$ cat src/rtl/simon_pkg.sv
// Shared parameters, state encoding and bit-rotation helpers for the
// iterative SIMON 32/64 core.
package simon_pkg;

  localparam int N = 16;
  localparam int M = 4;
  localparam int T = 32;

  // z0 sequence; the leftmost character is bit 0 of the sequence.
  localparam logic [61:0] Z0 = 62'b11111010001001010110000111001101111101000100101011000011100110;

  typedef enum logic [2:0] {
    S_KLD   = 3'd0,
    S_KEXP  = 3'd1,
    S_PLD   = 3'd2,
    S_ROUND = 3'd3,
    S_DONE  = 3'd4
  } state_t;

  function automatic logic [N-1:0] rol(input logic [N-1:0] a, input int unsigned s);
    rol = (a << s) | (a >> (N - s));
  endfunction

  function automatic logic [N-1:0] ror(input logic [N-1:0] a, input int unsigned s);
    ror = (a >> s) | (a << (N - s));
  endfunction

  function automatic logic z0_bit(input int j);
    logic [5:0] idx_s;
    idx_s  = 6'(32'sd61 - (j % 32'sd62));
    z0_bit = Z0[idx_s];
  endfunction

endpackage

$ cat src/rtl/simon_control_1_if.sv
// Block-level bus of the SIMON core: inputs sampled in their load phases,
// result, round index and phase strobes.
interface simon_control_1_if;
  import simon_pkg::*;

  logic           enc_dec;
  logic [2*N-1:0] plain;
  logic [N-1:0]   key [M-1:0];
  logic [2*N-1:0] cipher;
  int             count;
  logic           kLd;
  logic           kExp;
  logic           pLd;
  logic           done;

  modport master (
    output enc_dec, plain, key,
    input  cipher, count, kLd, kExp, pLd, done
  );

  modport slave (
    input  enc_dec, plain, key,
    output cipher, count, kLd, kExp, pLd, done
  );

endinterface

$ cat src/rtl/simon_round_f.sv
// SIMON round nonlinearity f(a) = (rol(a,1) & rol(a,8)) ^ rol(a,2).
module simon_round_f
  import simon_pkg::*;
(
  input  logic [N-1:0] a,
  output logic [N-1:0] y
);

  assign y = (rol(a, 1) & rol(a, 8)) ^ rol(a, 2);

endmodule

$ cat src/rtl/simon_control_1.sv
// Iterative SIMON 32/64 core: key load, key expansion, block load, then
// 32 encrypt or decrypt rounds; parks in S_DONE until reset.
module simon_control_1
  import simon_pkg::*;
(
  input logic               clk,
  input logic               nReset,
  simon_control_1_if.slave  bus
);

  state_t         state_r;
  state_t         state_next_s;
  logic [4:0]     count_r;
  logic [N-1:0]   x_r;
  logic [N-1:0]   y_r;
  logic           enc_dec_r;
  logic [N-1:0]   ks_r [T];

  logic [N-1:0]   tmp0_s;
  logic [N-1:0]   tmp1_s;
  logic [N-1:0]   ks_new_s;
  logic           z_s;
  logic [N-1:0]   f_in_s;
  logic [N-1:0]   f_out_s;
  logic [N-1:0]   rk_s;
  logic [N-1:0]   x_next_s;
  logic [N-1:0]   y_next_s;
  logic           last_kexp_s;
  logic           last_round_s;

  // Decrypt runs f on y; a single f instance serves both directions.
  simon_round_f u_round_f (
    .a (f_in_s),
    .y (f_out_s)
  );

  assign last_kexp_s  = (count_r == 5'd31);
  assign last_round_s = enc_dec_r ? (count_r == 5'd0) : (count_r == 5'd31);
  assign rk_s         = ks_r[count_r];
  assign f_in_s       = enc_dec_r ? y_r : x_r;

  // Key-expansion XOR network for entry ks[count].
  always_comb begin
    z_s      = z0_bit({27'd0, count_r} - 32'sd4);
    tmp0_s   = ror(ks_r[count_r - 5'd1], 3) ^ ks_r[count_r - 5'd3];
    tmp1_s   = tmp0_s ^ ror(tmp0_s, 1);
    ks_new_s = ~ks_r[count_r - 5'd4] ^ tmp1_s ^ {{(N-1){1'b0}}, z_s} ^ 16'd3;
  end

  // One Feistel round in the latched direction.
  always_comb begin
    x_next_s = x_r;
    y_next_s = y_r;
    if (enc_dec_r) begin
      y_next_s = x_r ^ f_out_s ^ rk_s;
      x_next_s = y_r;
    end else begin
      x_next_s = y_r ^ f_out_s ^ rk_s;
      y_next_s = x_r;
    end
  end

  // State register.
  always_ff @(posedge clk or negedge nReset) begin
    if (!nReset) begin
      state_r <= S_KLD;
    end else begin
      state_r <= state_next_s;
    end
  end

  // Next-state decode.
  always_comb begin
    state_next_s = state_r;
    case (state_r)
      S_KLD:   state_next_s = S_KEXP;
      S_KEXP:  begin
        if (last_kexp_s) state_next_s = S_PLD;
        else             state_next_s = S_KEXP;
      end
      S_PLD:   state_next_s = S_ROUND;
      S_ROUND: begin
        if (last_round_s) state_next_s = S_DONE;
        else              state_next_s = S_ROUND;
      end
      S_DONE:  state_next_s = S_DONE;
      default: state_next_s = S_KLD;
    endcase
  end

  // Index, block and direction registers; count stays put on the final round.
  always_ff @(posedge clk or negedge nReset) begin
    if (!nReset) begin
      count_r   <= 5'd0;
      x_r       <= '0;
      y_r       <= '0;
      enc_dec_r <= 1'b0;
    end else begin
      case (state_r)
        S_KLD:   count_r <= 5'd4;
        S_KEXP:  count_r <= last_kexp_s ? 5'd0 : count_r + 5'd1;
        S_PLD: begin
          x_r       <= bus.plain[2*N-1:N];
          y_r       <= bus.plain[N-1:0];
          enc_dec_r <= bus.enc_dec;
          count_r   <= bus.enc_dec ? 5'd31 : 5'd0;
        end
        S_ROUND: begin
          x_r <= x_next_s;
          y_r <= y_next_s;
          if (!last_round_s) begin
            count_r <= enc_dec_r ? count_r - 5'd1 : count_r + 5'd1;
          end
        end
        S_DONE:  count_r <= count_r;
        default: count_r <= 5'd0;
      endcase
    end
  end

  // Round-key schedule: not reset, rewritten from scratch on every run.
  always_ff @(posedge clk) begin
    case (state_r)
      S_KLD: begin
        for (int i = 0; i < M; i++) begin
          ks_r[i] <= bus.key[i];
        end
      end
      S_KEXP:  ks_r[count_r] <= ks_new_s;
      default: ;
    endcase
  end

  assign bus.cipher = {x_r, y_r};
  assign bus.count  = {27'd0, count_r};
  assign bus.kLd    = (state_r == S_KLD);
  assign bus.kExp   = (state_r == S_KEXP);
  assign bus.pLd    = (state_r == S_PLD);
  assign bus.done   = (state_r == S_DONE);

endmodule

$ cat src/flat_wrapper.sv
// flat-port wrapper written by rule: the top's interface ports become plain ports
module simon_control_1_flat import simon_pkg::*;
  (clk, nReset, bus_enc_dec, bus_plain, bus_key, bus_cipher, bus_count, bus_kLd, bus_kExp, bus_pLd, bus_done);
  simon_control_1_if bus_i ();
  input logic clk;
  input logic nReset;
  input wire logic [$bits(bus_i.enc_dec)-1:0] bus_enc_dec;
  input wire logic [$bits(bus_i.plain)-1:0] bus_plain;
  input wire logic [$bits(bus_i.key)-1:0] bus_key;
  output wire logic [$bits(bus_i.cipher)-1:0] bus_cipher;
  output wire logic [$bits(bus_i.count)-1:0] bus_count;
  output wire logic [$bits(bus_i.kLd)-1:0] bus_kLd;
  output wire logic [$bits(bus_i.kExp)-1:0] bus_kExp;
  output wire logic [$bits(bus_i.pLd)-1:0] bus_pLd;
  output wire logic [$bits(bus_i.done)-1:0] bus_done;
  assign bus_i.enc_dec = bus_enc_dec;
  assign bus_i.plain = bus_plain;
  assign bus_i.key = {>>{bus_key}};
  assign bus_cipher = bus_i.cipher;
  assign bus_count = bus_i.count;
  assign bus_kLd = bus_i.kLd;
  assign bus_kExp = bus_i.kExp;
  assign bus_pLd = bus_i.pLd;
  assign bus_done = bus_i.done;
  simon_control_1 u_core (.clk(clk), .nReset(nReset), .bus(bus_i));
endmodule
$ cat config.mk
export PLATFORM = sky130hd
export DESIGN_NAME = simon_control_1_flat
export DESIGN_NICKNAME = d
export VERILOG_FILES = /design/src/rtl/simon_pkg.sv /design/src/rtl/simon_control_1_if.sv /design/src/rtl/simon_round_f.sv /design/src/rtl/simon_control_1.sv /design/src/flat_wrapper.sv
export SDC_FILE = /design/constraint.sdc
export NUM_CORES = 1
export LEC_CHECK = 0
export ABC_AREA = 0
export CORE_ASPECT_RATIO = 0.5
export CORE_MARGIN = 8
export CORE_UTILIZATION = 56
export CTS_CLUSTER_SIZE = 25
export DETAILED_ROUTE_END_ITERATION = 10
export PLACE_DENSITY_LB_ADDON = 0.12
export SLEW_MARGIN = 20
export SYNTH_ARGS = -nofsm -noshare
export SYNTH_HDL_FRONTEND = slang
export SYNTH_HIERARCHICAL = 1
export SYNTH_SLANG_ARGS = --single-unit
export TNS_END_PERCENT = 50
$ cat constraint.sdc
create_clock -name clk -period 6.5 [get_ports clk]
set_clock_uncertainty 0.05 [all_clocks]
set_input_delay 1.3 -clock clk [delete_from_list [all_inputs] [get_ports clk]]
set_output_delay 1.3 -clock clk [all_outputs]
set_load 0.01 [all_outputs]
### I/O nets highlighted

Scale: 1.5 px per µm.
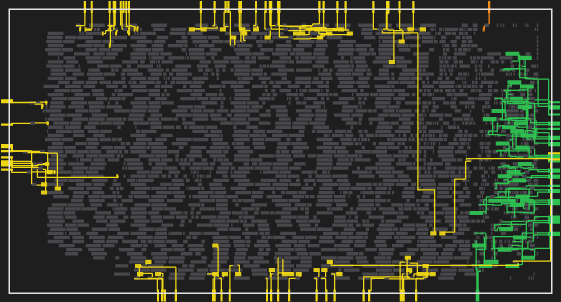
yellow -> `bus_key`  # direction input, edge 30 top, 21 bottom, 11 left, 2 right, end cells 64, buffers 64, wire 2270 µm
orange -> `bus_kLd`  # direction output, edge top, end cells 1, buffers 1, wire 10.9 µm
green -> `bus_cipher`  # direction output, edge 30 right, 2 bottom, end cells 32, buffers 32, wire 1670 µm
number of port buffers: 139
I/O pin cnt: 167

### Clock routing

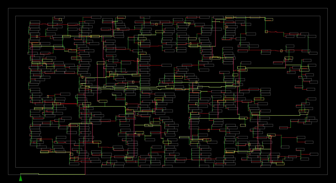
# clock sinks: 553
Flops: 553
clk_lat worst skew: 0.62 ns

### A small window of the routed layout

Window x 260 to 280, y 131 to 151 µm. Cells in grey, sequential cells in the stronger grey; small squares are vias.
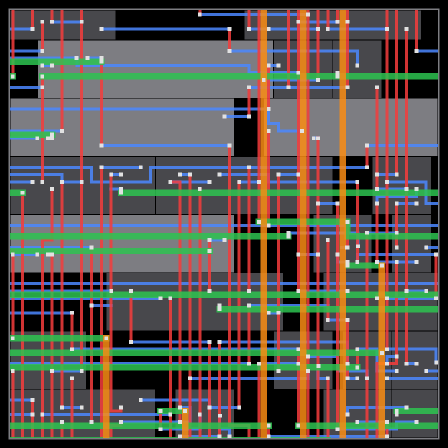
green -> met3
blue -> met1
orange -> met4
red -> met2
most frequent = mux4_2 (7), a22oi_1 (4), edfxtp_1 (4)
cells with their middle in the window = 22
netlist names of flops here include = `u_core/ks_r` (4)
sequential cells in the window = 4

==> flow_metrics.tcl <==
# yosys + openroad results
set metrics [dict create \
    numSynthFlops 553 \
    start_kind "flip-flop" \
    tool_warnings 46 \
    fill_cells 4136 \
    hold_viol_final 0 \
    grt_pass1_wl_mm 151 \
    syn_area_mm2 0.0333 \
    post_cts_resized 0 \
    final_common_cell "edfxtp_1" \
    rsz0062_at_grt "no" \
    placedCellCount 2848 \
    tightestPinTransition_ns 1.22 \
    arrival_ns 6.06 \
    rows 63 \
    synth_cell_types 50 \
    synth_top_flop_cell "edfxtp_1" \
    top_area_share_pct 46.2 \
    fp-utilization_pct 56.4 \
    status "complete, no violations" \
    crit_family "buffers and inverters" \
    synthArstFlopShare_pct 7.41 \
    finalClockPeriodUsage_pct 90.4 \
    post_layout_nonfiller_instances 2940 \
    cp.required_ns 6.68 \
    pre_cts_slack_ns 0.745 \
    chipArea_mm2 0.0679 \
    grt_pass1_vias 20923 \
    route.detailed.drc 0 \
    fin_setup_tns_ns 0 \
    gr-usage-met3_pct 12.3 \
    yosysChipArea_mm2 0.0333 \
    drive_gt1_share_pct 35.4 \
    grt_max_degree 115 \
    layout_top_cells "512 x edfxtp_1, 423 x mux4_2, 138 x clkdlybuf4s50_1" \
    worstSetupEndpointType "flip-flop" \
    whs_ns 0.501 \
    synth.largest_area_cell "edfxtp_1" \
    cts_buffers 51 \
    met2_length_mm 44.3 \
    hold_class "reg2reg" \
    cts_setup_buffers 0 \
    die-width_um 361 \
    reg2reg_setup_slack_ns 0.62 \
    reg_top3 "u_core/ks_r: 512 flops, u_core/x_r: 16 flops, u_core/y_r: 16 flops" \
    syn2layout_area_growth_pct 12.6 \
    synth_warnings 6 \
    clock_path_buffers 3 \
    coreArea_mm2 0.0590 \
    final_area_mm2 0.0375 \
    h-tree-depth 2 \
    critPathSlowestCell "buf_4" \
    cts_tree "built" \
    syn_area_per_cell_um2 16.7 \
    syn_inst 1994 \
    synth.top_cells.by_area "edfxtp_1 46%, mux4_2 29%, mux2_2 3.4%" \
]
### Signal wires by layer

Scale: 2 px per µm. Only two layers are drawn.
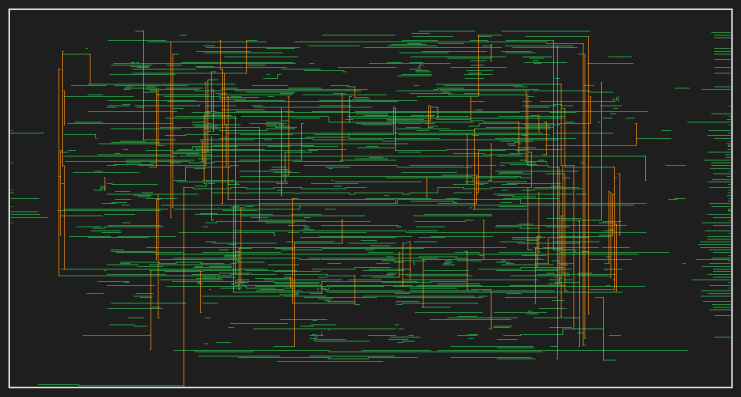
green -> met3  # wire length 17500 µm
orange -> met4  # wire length 3880 µm
wirelength, routed: 106 mm
gr usage total: 30.7%
via count: 21587
wire length per cell: 36.1 µm

### Signal wires on met2

Scale: 1.5 px per µm. Cells faint in the background.
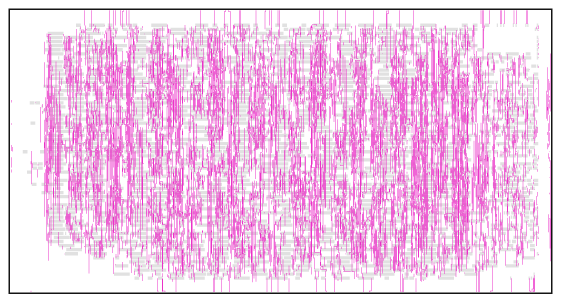
longest straight run = 99.1 µm
main direction = vertical
routing usage on met2: 43.2%

-- final cells by class --
class | count | area, µm² | area share [%]
timing repair buffer | 238 | 2220 | 5.93
clock buffer | 61 | 1310 | 3.51
clock inverter | 30 | 352 | 0.939
tap | 780 | 976 | 2.61
antenna | 1 | 2.50 | 0.00668
inverter | 16 | 62.6 | 0.167
sequential | 553 | 16400 | 43.8
multi-input combinational | 1261 | 16100 | 43.0
-- final timing paths --
check                                  start            endpoint  cells past startpoint
min reg2reg                   u_core/y_r[13]      u_core/y_r[13]                      1
max in group asynchronous             nReset   u_core/count_r[2]                      1
min in group asynchronous             nReset      u_core/y_r[11]                      1
max reg2reg                u_core/count_r[0]  u_core/ks_r[29][7]                     11
max                        u_core/count_r[0]  u_core/ks_r[29][7]                     11
min                           u_core/y_r[13]      u_core/y_r[13]                      1
-- synthesized netlist by cell type, drive strengths merged (5+ instances only) --
master,instances
a211oi,28
a21o,16
a21oi,24
a22o,5
a22oi,65
and2,5
buf,129
clkbuf,61
dfrtp,41
edfxtp,512
ha,21
inv,16
mux2,101
mux2i,113
mux4,423
nand2,84
nand3,12
nand4,16
nor2,98
nor2b,7
nor3,7
o21ai,48
or3,6
xnor2,92
xor2,35
-- kinds of logic (layout without fill, tap and decap cells) --
| kind of cell | Yosys count | in the layout | synth area share [%] |
|---|---|---|---|
| multiplexers | 637 | 637 | 35.5 |
| flip-flops | 553 | 553 | 49.3 |
| AND/OR/NAND/NOR | 247 | 247 | 3.25 |
| buffers and inverters | 206 | 345 | 3.53 |
| AND-OR/OR-AND | 199 | 199 | 3.99 |
| XOR/XNOR | 130 | 130 | 3.66 |
| adder cells (fa/ha/maj) | 21 | 21 | 0.790 |
| other | 1 | 28 | 0.0113 |
